Figure 1. Wires at chosen ports, followed through buffers.
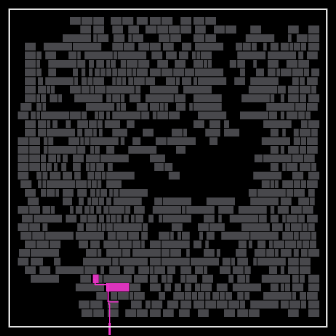
Figure 2. Cell area per tile.
The die is cut into 10 by 10 equal tiles; black is low, pale yellow is high, 0 to 100% covered.
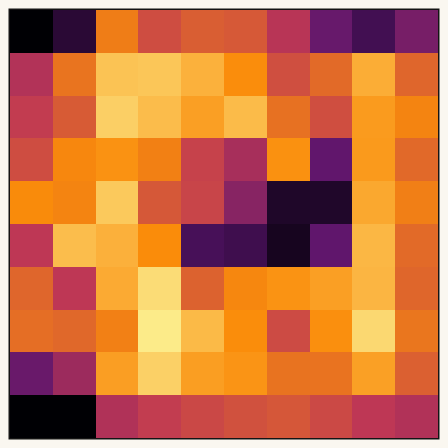
## src/rtl/alu_issue_stage.sv

```systemverilog
// ID/EX stage: decodes RV32I integer ops into ALU operands and opcode,
// held in a valid/ready pipeline register with stall and flush.
package control_pkg;
    typedef enum logic [3:0] {
        ALU_ADD  = 4'd0,
        ALU_SUB  = 4'd1,
        ALU_SLL  = 4'd2,
        ALU_SLT  = 4'd3,
        ALU_SLTU = 4'd4,
        ALU_XOR  = 4'd5,
        ALU_SRL  = 4'd6,
        ALU_SRA  = 4'd7,
        ALU_OR   = 4'd8,
        ALU_AND  = 4'd9
    } alu_op_e;
endpackage

module alu_issue_stage
    import control_pkg::*;
#(
    parameter int XLEN       = 32,
    parameter int REG_ADDR_W = 5
) (
    input  logic                  clk,
    input  logic                  rst,
    input  logic                  flush,
    input  logic                  in_valid,
    output logic                  in_ready,
    input  logic [31:0]           instr,
    input  logic [XLEN-1:0]       pc,
    input  logic [XLEN-1:0]       rs1_data,
    input  logic [XLEN-1:0]       rs2_data,
    output logic                  out_valid,
    input  logic                  out_ready,
    output logic [XLEN-1:0]       A,
    output logic [XLEN-1:0]       B,
    output alu_op_e               Opcode,
    output logic [REG_ADDR_W-1:0] rd,
    output logic                  wb_en,
    output logic                  illegal
);

    logic                  r_valid;
    logic [XLEN-1:0]       r_a;
    logic [XLEN-1:0]       r_b;
    alu_op_e               r_op;
    logic [REG_ADDR_W-1:0] r_rd;
    logic                  r_ill;

    logic [XLEN-1:0] w_a;
    logic [XLEN-1:0] w_b;
    alu_op_e         w_op;
    logic            w_ill;
    logic            w_accept;
    logic [XLEN-1:0] w_immi;
    logic [XLEN-1:0] w_immu;
    logic [2:0]      w_f3;
    logic            w_f7_zero;
    logic            w_f7_alt;
    logic            w_is_op;
    logic            w_is_imm;
    logic            w_is_lui;
    logic            w_is_auipc;

    function automatic alu_op_e f3_op(input logic [2:0] f3);
        alu_op_e op;
        case (f3)
            3'b000:  op = ALU_ADD;
            3'b001:  op = ALU_SLL;
            3'b010:  op = ALU_SLT;
            3'b011:  op = ALU_SLTU;
            3'b100:  op = ALU_XOR;
            3'b101:  op = ALU_SRL;
            3'b110:  op = ALU_OR;
            default: op = ALU_AND;
        endcase
        return op;
    endfunction

    assign w_immi     = XLEN'($signed(instr[31:20]));
    assign w_immu     = XLEN'($signed({instr[31:12], 12'b0}));
    assign w_f3       = instr[14:12];
    assign w_f7_zero  = (instr[31:25] == 7'b0000000);
    assign w_f7_alt   = (instr[31:25] == 7'b0100000);
    assign w_is_op    = (instr[6:0] == 7'b0110011);
    assign w_is_imm   = (instr[6:0] == 7'b0010011);
    assign w_is_lui   = (instr[6:0] == 7'b0110111);
    assign w_is_auipc = (instr[6:0] == 7'b0010111);

    always_comb begin
        w_a   = '0;
        w_b   = '0;
        w_op  = ALU_ADD;
        w_ill = 1'b0;
        unique case (1'b1)
            w_is_op: begin
                w_a = rs1_data;
                w_b = rs2_data;
                unique case (1'b1)
                    w_f7_zero:                       w_op = f3_op(w_f3);
                    w_f7_alt && (w_f3 == 3'b000):    w_op = ALU_SUB;
                    w_f7_alt && (w_f3 == 3'b101):    w_op = ALU_SRA;
                    default:                         w_ill = 1'b1;
                endcase
            end
            w_is_imm: begin
                w_a  = rs1_data;
                w_b  = w_immi;
                w_op = f3_op(w_f3);
                // Shift immediates reuse instr[31:25] as a funct7 qualifier
                if (w_f3 == 3'b001 && !w_f7_zero) begin
                    w_ill = 1'b1;
                end
                if (w_f3 == 3'b101) begin
                    if (w_f7_alt) begin
                        w_op = ALU_SRA;
                    end else if (!w_f7_zero) begin
                        w_ill = 1'b1;
                    end
                end
            end
            w_is_lui: begin
                w_b = w_immu;
            end
            w_is_auipc: begin
                w_a = pc;
                w_b = w_immu;
            end
            default: w_ill = 1'b1;
        endcase
    end

    assign in_ready = ~r_valid | out_ready;
    assign w_accept = in_valid & in_ready & ~flush;

    always_ff @(posedge clk or posedge rst) begin
        if (rst) begin
            r_valid <= 1'b0;
            r_a     <= '0;
            r_b     <= '0;
            r_op    <= ALU_ADD;
            r_rd    <= '0;
            r_ill   <= 1'b0;
        end else if (flush) begin
            r_valid <= 1'b0;
        end else if (w_accept) begin
            r_valid <= 1'b1;
            r_a     <= w_a;
            r_b     <= w_b;
            r_op    <= w_op;
            r_rd    <= REG_ADDR_W'(instr[11:7]);
            r_ill   <= w_ill;
        end else if (out_ready) begin
            r_valid <= 1'b0;
        end
    end

    assign out_valid = r_valid;
    assign A         = r_a;
    assign B         = r_b;
    assign Opcode    = r_op;
    assign rd        = r_rd;
    assign illegal   = r_valid & r_ill;
    assign wb_en     = r_valid & ~r_ill & (r_rd != '0);

endmodule

```

## config.mk

```make
export PLATFORM = sky130hd
export DESIGN_NAME = alu_issue_stage
export DESIGN_NICKNAME = d
export VERILOG_FILES = /design/src/rtl/alu_issue_stage.sv
export SDC_FILE = /design/constraint.sdc
export NUM_CORES = 1
export LEC_CHECK = 0
export ABC_CLOCK_PERIOD_IN_PS = 3700
export CORE_MARGIN = 2
export CORE_UTILIZATION = 43
export DETAILED_ROUTE_END_ITERATION = 12
export MAX_ROUTING_LAYER = met4
export PLACE_DENSITY = 0.95
export SYNTH_ARGS = -nofsm -noshare
export SYNTH_HDL_FRONTEND = slang
export SYNTH_SLANG_ARGS = --single-unit
```

## constraint.sdc

```tcl
create_clock -name clk -period 3.7 [get_ports clk]
set_input_delay 0.555 -clock clk [delete_from_list [all_inputs] [get_ports clk]]
set_output_delay 0.555 -clock clk [all_outputs]
set_load 0.02 [all_outputs]
```

==> deck_impl_summary.md <==
Flow Results at a Glance

Status
  • Status: completed

Timing
  • Slew margin rel.: 0.4585
  • Setup slack after layout: roughly 1200 ps
  • Final hold violations: 0
  • Count of pins over their slew limit: 0

Logic synthesis
  • Syn avg cell area: around 8.9 um^2
  • Main logic family: AND-OR/OR-AND gates
  • Ys flop type: dfrtp_1
  • Post-synthesis async set-or-reset flop share: 1.000
  • Top-count cell post-synth: a21oi_1
  • Area leader, netlist: dfrtp_1

Final layout
  • Clock-cell share of area: 0.02571
  • Diode count: 0
  • MI comb cells: 320

Clock network
  • Clk_lat worst skew: between 300 and 400 ps
  • CTS HTree Levels: 3
  • CTS Buffer Depth: 2

Setup path
  • CP bufs+invs: 1
  • CP Capture Point: wb_en
  • R2R Path End: Opcode[0]
  • Setup crit start: rd[0]

Global routing
  • Met1 Use GR: 0.2860

Power
  • Share of total power in combinational logic: 0.223
Back to the opening pictures, Figure 1:
- magenta: flush (bits 1; direction input; end cells 2; buffers 1; wire 22.1 um)

Back to the opening pictures, Figure 2:
- mean over tiles: 61%
- tiles over 75% full: 33%
- fullest tile: 96%
Finished Core Util: 0.6839
Core Area: 9109 um^2
Core Util at FP: 0.4352

Power figures rest on the tool's default switching activity, not on a simulated workload.
